### Port wiring, run 1

Drawn at 12 px/um.
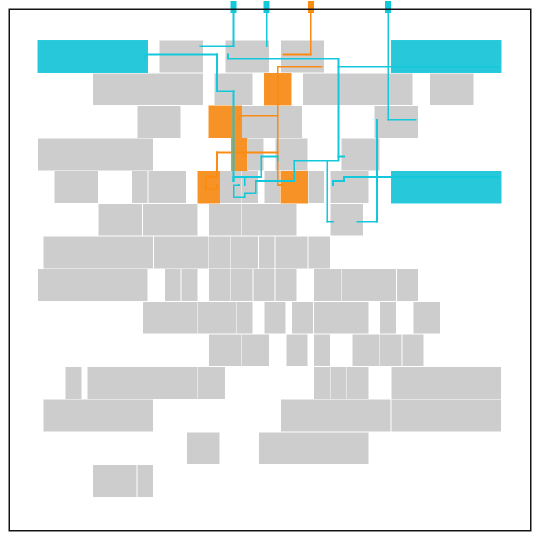
### The metal 3 layer, run 1

Drawn at 8 px/um.
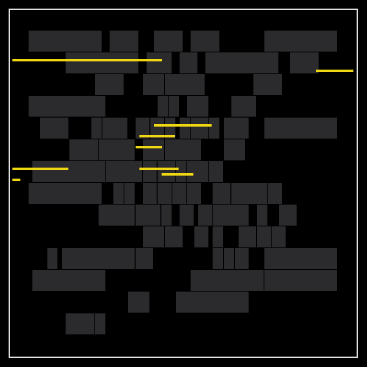
### Clock distribution, run 1

Drawn at 12 px/um.
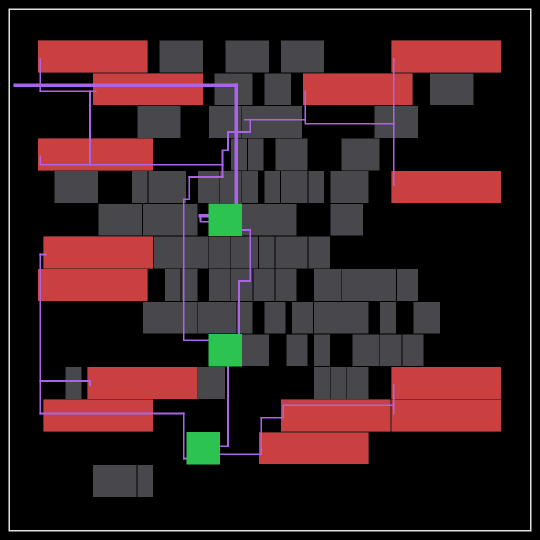
==> config.mk <==
export PLATFORM = sky130hd
export DESIGN_NAME = reset_sequencer
export DESIGN_NICKNAME = d
export VERILOG_FILES = /design/src/rtl/reset_sequencer.sv
export SDC_FILE = /design/constraint.sdc
export NUM_CORES = 1
export LEC_CHECK = 0
export CORE_MARGIN = 2
export CORE_UTILIZATION = 45
export DETAILED_ROUTE_END_ITERATION = 8
export HOLD_SLACK_MARGIN = 0.02
export PLACE_DENSITY = 0.67
export SETUP_SLACK_MARGIN = 0.1
export SLEW_MARGIN = 20
export SYNTH_ARGS = -nofsm -noshare
export SYNTH_HDL_FRONTEND = slang
export SYNTH_SLANG_ARGS = --single-unit
==> constraint.sdc <==
create_clock -name clk -period 2.5 [get_ports clk]
set_clock_uncertainty 0.1 [all_clocks]
set_input_delay 0.375 -clock clk [delete_from_list [all_inputs] [get_ports clk]]
set_output_delay 0.375 -clock clk [all_outputs]
set_load 0.05 [all_outputs]
==> out/results.ini, run 1 <==
[detailed_routing]
drtAntennaViolNets = 0
viasPerCell = 5.34
wl_per_cell_um = 13.1
drt_first_pass_iters = 4
drc = 0
drt_iter0_drc = 19

[sta]
rsz0062_at_grt = false
max_freq_ghz = 0.473
slew_viol_final = 0
finalSetupViolCount = 0
fin_tns_setup_ns = 0
slew_headroom_pct = 64.4
finalHoldViolations = 0
period_used_pct = 84.5
finalCriticalPeriod_ns = 2.11
worst_pin_slew_ns = 0.533

[finish]
clk_share_pct = 4.36
buffers_excl_clock = 8
finish.utilization_pct = 56.5
drive_gt1_share_pct = 9.88
final_layout_top_logic_cells = 13 x dfrtp_1, 8 x clkdlybuf4s50_1, 6 x o21ai_0, 6 x nand2_1, 5 x inv_1
fill_cells = 138
largest_class = flip-flops and latches
final_cell_area_um2 = 832
logic_area_um2 = 322
nNetsFinal = 89
buffer_area_share_pct = 9.62
lay_top_count = dfrtp_1
area_growth_syn_to_layout_pct = 19.6
sh_comb_area_pct = 38.6
nMultiInputCombCells = 49
layout.area.seq_um2 = 352
diodes = 0
inverters = 6
ff_count = 14
largest_reg_flops = 4
sh_seq_area_pct = 42.3
clock_buffers = 4

[logic_synthesis]
ys_warn_count = 0
ys_async_sr_fraction_pct = 100
netlist.area_leader.share_pct = 46.8
ff_type = dfrtp_1
synthCells = 69
postSynthSeqShare_pct = 50.5
syn-cell-area_um2 = 696
yosysMostFrequentCell = dfrtp_1
ys_cells = 69
fp_nets = 76
common_cells = 13 x dfrtp_1, 6 x nand2_1, 6 x o21ai_0
yosysTopAreaCell = dfrtp_1
ys_chip_area_um2 = 696
synthTopCellsByArea = dfrtp_1 47%, ha_1 7.2%, o21ai_0 4.3%
ys_seq_elements = 14
ys_types = 26
edf_count = 0
synth.avg_cell_area_um2 = 10.1

[placement]
placed_area_um2 = 796
place_congestion = 0.861
post-dp-hpwl_um = 926

[critical_path]
crit_cells = 1
slowest_delay_ns = 0.80
endpoint_kind = primary output
cp_num_buf_inv = 1
rr_worst_depth = 6
cp_max_fo = 3
criticalPathCategory = flip-flop to primary output
worstPathArrival_ns = 1.64
slowest_stage = clkdlybuf4s50_1
startpoint_type = flip-flop
crit_required_ns = 2.03
path_cells = clkdlybuf4s50_1
reg2reg_slack_ns = 0.67
cp_top_family = buffers and inverters

[power_and_ir_drop]
seqPwrFrac_pct = 37.5
switching_power_w = 0.000398
combinationalPowerShare_pct = 44.9
finalPower_w = 0.000929
power.group.top = combinational cells
p_comb_w = 0.000417
p_per_area_mw_per_mm2 = 1120
p_seq_w = 0.000349
switching_share_pct = 42.9
p_int_w = 0.000531
ir_drop_mv = 0.449
p_leak_nw = 0.352

[clock_tree]
htree_levels = 1
cts_tree = built
cts.repair.resized = 0
path_clk_slew_ns = 0.09
cts_hold_buf = 0
ctsRootBufferMaster = clkbuf_4
clk_path_buf_depth = 2
clock_sinks = 14
cts-buffers-inserted = 3
cts_setup_buffers = 0

[job]
drv_cap = 0
warnings = 28

[min_path]
whs_path_depth = 0
hp-class = flip-flop to flip-flop

[status]
status = complete, no violations

[die]
fp-row-count = 14
die_height_um = 43.3
die_width_um = 43.3
fp_util_pct = 47.3
dieArea_mm2 = 0.00188
taps = 16
core_region_area_mm2 = 0.00147

[global_routing]
grt_overflow = 0
grt_pass1_wl_um = 2060
antenna_found_initial = 0
grt_max_degree = 15
grt_pass1_vias = 476
grt_usage_pct = 15.0

Notes on 'Port wiring' above:
Key: cyan = stage_rst_n [direction output, end cells 3, buffers 3, wire 120 um]; orange = soft_req [direction input, end cells 5, buffers 1, wire 34.0 um]
IO Pins: 9
number of port buffers: 8

Notes on 'The metal 3 layer' above:
8 nets have wire on it. The longest straight run is 18.4 um. The wires run mostly horizontal.
vias post-DR: 518
M3 GR Usage: 2.98%
final wirelength: 1280 um

Notes on 'Clock distribution' above:
Key: green = clock-net drivers [count 3]; purple = clock wires [length 199 um]; red = flip-flops [count 14]
There are 4 routed clock nets. Position of the flops: spread over the die.
clock group total power: 0.000163 W
Clk pwr share: 17.6%
Clock Latency Late Sink: 0.28 ns

==> run 1: logic make-up after synthesis <==
group	after synthesis	synth area share [%]
XOR/XNOR	1	1.26
adder cells (fa/ha/maj)	4	7.19
other	1	0.539
AND/OR/NAND/NOR	22	16.5
buffers and inverters	6	3.24
AND-OR/OR-AND	21	20.7
flip-flops	14	50.5
==> run 1: metrics by stage <==
step	hold WS (ns)	cells	setup WS, ns
after detailed placement	0.262	93	0.604
final	0.281	97	0.387
after CTS	0.282	97	0.379
after floorplan	0.164	69	0.901
after global routing	0.293	97	0.362
after global placement	0.255	93	0.663
==> run 1: routing by layer <==
layer | GRT usage (%) | wire (um)
met5 | 0 | 0
met4 | 7.27 | 10
met2 | 21.2 | 531
met1 | 21.8 | 680
met3 | 2.98 | 52
### Clock nets, run 1

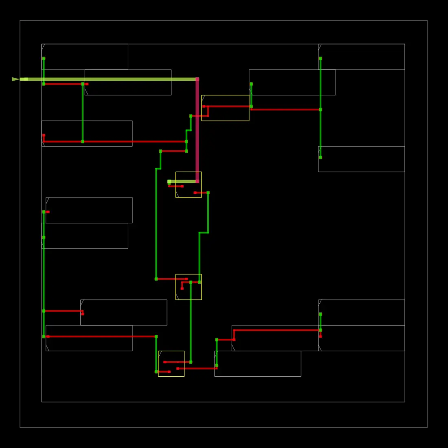

## Run 2: what changed since run 1
==> constraint.sdc (replaced) <==
create_clock -name clk -period 2.06 [get_ports clk]
set_clock_uncertainty 0.1 [all_clocks]
set_input_delay 0.309 -clock clk [delete_from_list [all_inputs] [get_ports clk]]
set_output_delay 0.309 -clock clk [all_outputs]
set_load 0.05 [all_outputs]
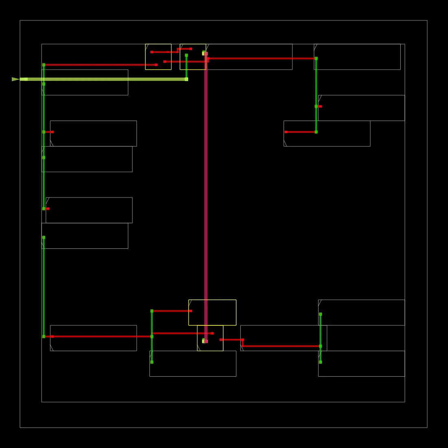
*Clock nets, run 2*
CTS Buf Count: 3
Sink Count: 14
CLK BUF: 4
clock group total power: 0.000194 W

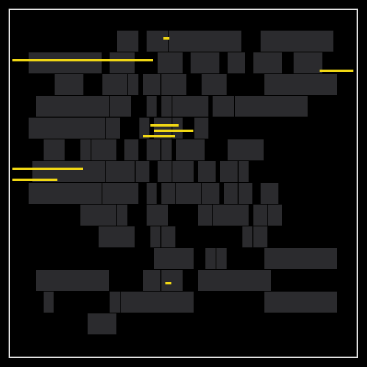
*The metal 3 layer, run 2*
Drawn at 8 px/um.
The longest straight run is 17.2 um. The wires run mostly horizontal. The layer carries 46.9 um of wire.
vias post-DR: 524
final wirelength: 1270 um

==> run 2 against run 1 <==
Compared with the run above:
- area after synthesis unchanged
- worst hold slack got worse by 0.025 ns
- sequential share of layout area unchanged
- flip-flop count unchanged
- routed wire length decreased by 0.47%
- combinational power increased by 21%
- via count increased by 1.2%
- cell count unchanged
- synthesized cell count unchanged
==> out/results.ini, run 2 <==
[status]
status = complete, no violations

[logic_synthesis]
ys_async_sr_fraction_pct = 100
synth_adder_area_share_pct = 7.19
simple_gate_share_pct = 16.5
fp_nets = 76
netlist.area_leader.share_pct = 46.8
postSynthSeqShare_pct = 50.5
xor_area_share_pct = 1.26
ys_cells = 69
common_cells = 13 x dfrtp_1, 6 x nand2_1, 6 x o21ai_0
ff_type = dfrtp_1
ys_seq_elements = 14
ys_top_logic_family = AND-OR/OR-AND gates
yosysMostFrequentCell = dfrtp_1
yosysTopAreaCell = dfrtp_1
synthCells = 69
yosys.area_share.aoi_pct = 20.7
ys_chip_area_um2 = 696
ys_sh_mux_pct = 0
ys_types = 26
syn-cell-area_um2 = 696
ys_warn_count = 0
synthTopCellsByArea = dfrtp_1 47%, ha_1 7.2%, o21ai_0 4.3%
edf_count = 0

[sta]
fin_ws_ns = 0.172
finalHoldWorstSlack_ns = 0.256
finalHoldViolations = 0
max_freq_ghz = 0.530
worst_pin_slew_ns = 0.514
finalCriticalPeriod_ns = 1.89
finalSetupViolCount = 0
period_used_pct = 91.7
fin_tns_setup_ns = 0
slew_viol_final = 0
slew_headroom_pct = 65.7
rsz0062_at_grt = false

[finish]
stdcell_count = 97
drive_gt1_share_pct = 12.3
diodes = 0
final_layout_top_logic_cells = 13 x dfrtp_1, 6 x o21ai_0, 6 x nand2_1
final_cell_area_um2 = 832
area_growth_syn_to_layout_pct = 19.6
nNetsFinal = 89
largest_reg_flops = 4
finish.utilization_pct = 56.5
lay_top_count = dfrtp_1

[critical_path]
criticalPathCategory = flip-flop to primary output
crit_cells = 1
cp_top_family = buffers and inverters
cp_num_buf_inv = 1
path_cells = clkdlybuf4s50_1
worstPathArrival_ns = 1.48
cp_max_fo = 3
startpoint_type = flip-flop
crit_required_ns = 1.65
rr_worst_depth = 6
slowest_delay_ns = 0.82
slowest_stage = clkdlybuf4s50_1
reg2reg_slack_ns = 0.33
endpoint_kind = primary output

[die]
dieArea_mm2 = 0.00188
die_width_um = 43.3
core_region_area_mm2 = 0.00147
fp_util_pct = 47.3
fp-row-count = 14
boundaryPins = 9
die_height_um = 43.3

[global_routing]
grt_pass1_wl_um = 2060
grt_max_degree = 15
grt_usage_pct = 14.8
grt_overflow = 0
antenna_found_initial = 0
grt_pass1_vias = 470

[job]
warnings = 28
drv_cap = 0

[clock_tree]
clk_path_buf_depth = 2
htree_levels = 1
ctsRootBufferMaster = clkbuf_4
path_clk_slew_ns = 0.08
cts_tree = built
cts_setup_buffers = 0
clock.latency.late_pin_ns = 0.28

[power_and_ir_drop]
combinationalPowerShare_pct = 45.2
ir_drop_mv = 0.807
p_per_area_mw_per_mm2 = 1350
p_leak_nw = 0.355
p_comb_w = 0.000506
p_int_w = 0.000636
seqPwrFrac_pct = 37.6
p_seq_w = 0.000421
switching_power_w = 0.000485
switching_share_pct = 43.3
finalPower_w = 0.00112
power.group.top = combinational cells

[detailed_routing]
wl_per_cell_um = 13.1
drtAntennaViolNets = 0
viasPerCell = 5.40
drt_first_pass_iters = 4
drc = 0
drt_iter0_drc = 11

[placement]
post-place-ws_ns = 0.206
placed_area_um2 = 793
dpl.cell_count = 93
place_congestion = 0.814
portBuffers = 8
post-dp-hpwl_um = 974

[min_path]
hp-class = input port to async pin

[run 2: cell counts after synthesis]
Identical to the previous run, type by type.
[run 2: area by class of cell]
class                           instances  area, um2
Tap cell                               16       20.0
Timing Repair Buffer                    8       75.1
Fill cell                             136        639
Clock buffer                            4       36.3
Sequential cell                        14        352
Multi-Input combinational cell         49        327
Inverter                                6       22.5
[run 2: layer usage]
| layer | global-route usage [%] | up-vias | part of all wire (%) |
|---|---|---|---|
| met5 | 0 | - | 0 |
| met4 | 7.27 | 0 | 2.4 |
| met3 | 2.98 | 2 | 3.6 |
| met2 | 21.8 | 12 | 45 |
| met1 | 20.7 | 240 | 49 |
| li1 | - | 270 | - |
[run 2: timing repair]
| action | CTS | global route |
|---|---|---|
| endpoints found under the setup margin | 2 | 1 |
| gates resized | 2 | 1 |
| hold buffers | 0 | 0 |
Power figures rest on the tool's default switching activity, not on a simulated workload.
